==> config.mk <==
export PLATFORM = sky130hd
export DESIGN_NAME = syscall_console_flat
export DESIGN_NICKNAME = d
export VERILOG_FILES = /design/src/rtl/syscall_console_if.sv /design/src/rtl/syscall_console.sv /design/src/flat_wrapper.sv
export SDC_FILE = /design/constraint.sdc
export NUM_CORES = 1
export LEC_CHECK = 0
export ABC_AREA = 0
export CAP_MARGIN = 30
export CORE_UTILIZATION = 50
export CTS_CLUSTER_DIAMETER = 60
export CTS_CLUSTER_SIZE = 24
export DETAILED_ROUTE_END_ITERATION = 16
export HOLD_SLACK_MARGIN = 0.06
export PLACE_DENSITY_LB_ADDON = 0.12
export SYNTH_ARGS = -nofsm -noshare
export SYNTH_HDL_FRONTEND = slang
export SYNTH_SLANG_ARGS = --single-unit
export TNS_END_PERCENT = 100
==> constraint.sdc <==
create_clock -name clk -period 13.7 [get_ports clk]
set_input_delay 2.74 -clock clk [delete_from_list [all_inputs] [get_ports clk]]
set_output_delay 2.74 -clock clk [all_outputs]
set_load 0.02 [all_outputs]
### Clock nets

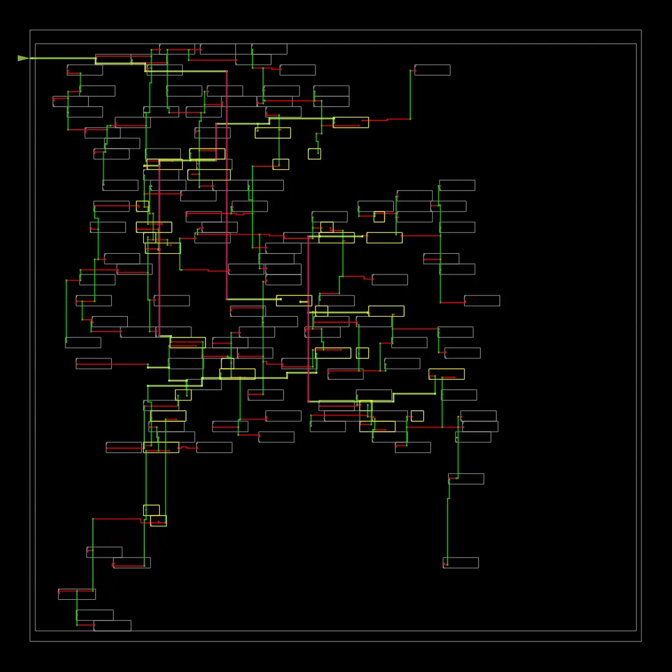
TritonCTS buffer count: 17
Sink Count: 114
FF+latch count: 114
total of clock buffers placed in the layout: 17
worst clock skew: 0.0158 ns

### Sequential cells colored by netlist name

Bar = 50 um. Other sequential cells in the stronger gray, the rest of the logic in the fainter gray.
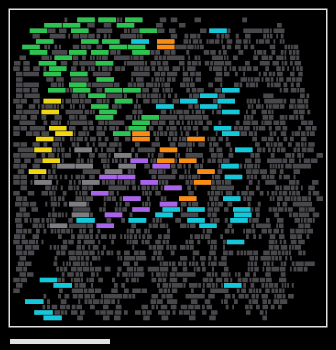
u_core.cnt: marked purple, placed flops 12, where center. u_core.byte_q: marked yellow, placed flops 8, where west. u_core.mag: marked cyan, placed flops 32. u_core.stk: marked green, placed flops 40. u_core.idx: marked orange, placed flops 11.
Another 11 sequential cells are not colored.
Seq area share: 0.201
Seq group: 342 uW

==> changes_impl.md <==
## Flow update

* Count of tool warnings at 30
* P_sw at 230 uW
* Main flop type: dfrtp_1
* Pwr Total at 867 uW
* Leakage at 5.32 nW
* Floorplan net count at 1657
* Combinational power at 71.1 uW
* Met3 GRT Util at 0.0400
* Buffer share of cell area at 0.105
* GRT Total Usage at 0.296
* Root buf cell: clkbuf_16
* Flip-flops with a built-in enable at 0
* DRC Markers at 0
* Crit path capture type: register
* WL met2 at 16900 um
* Row cnt at 56
* M1 WL at 16800 um
* Die W at 159 um
* RePlAce Congestion at 0.981
* Final HPWL DP at 26600 um
* Final Hold Fails at 0
* Synth Seq Share at 0.233
* Clock network fraction of total power at 0.523
* Max reg flops at 40
* Worst hold slack at 0.478 ns
* Status: finished, final reports clean
* Top Ports at 123
* Final Non-Filler Cells at 1927
* Simple-gate share of the synthesized area at 0.237
* Pwr Density at 61.0 nW/um2
* Mux share at 0.0790
* Top pwr grp: clock
* Drt first pass iters at 7
* Synth warn at 0
* Vias in the first global route at 11399
* Critical-path top delay cell: a222oi_1
* Die area at 25200 um2
* Adder share at 0.0114
* Invs w/o clock at 51
* Core footprint at 23800 um2
* Largest cell class by area: combinational gates
* Placed instance area at 13500 um2
* Internal Dissipation at 637 uW
* Peak supply drop at 0.0000977 V
* TritonCTS clock tree: done
No activity file was given, so power comes from the tool's default toggle rates.
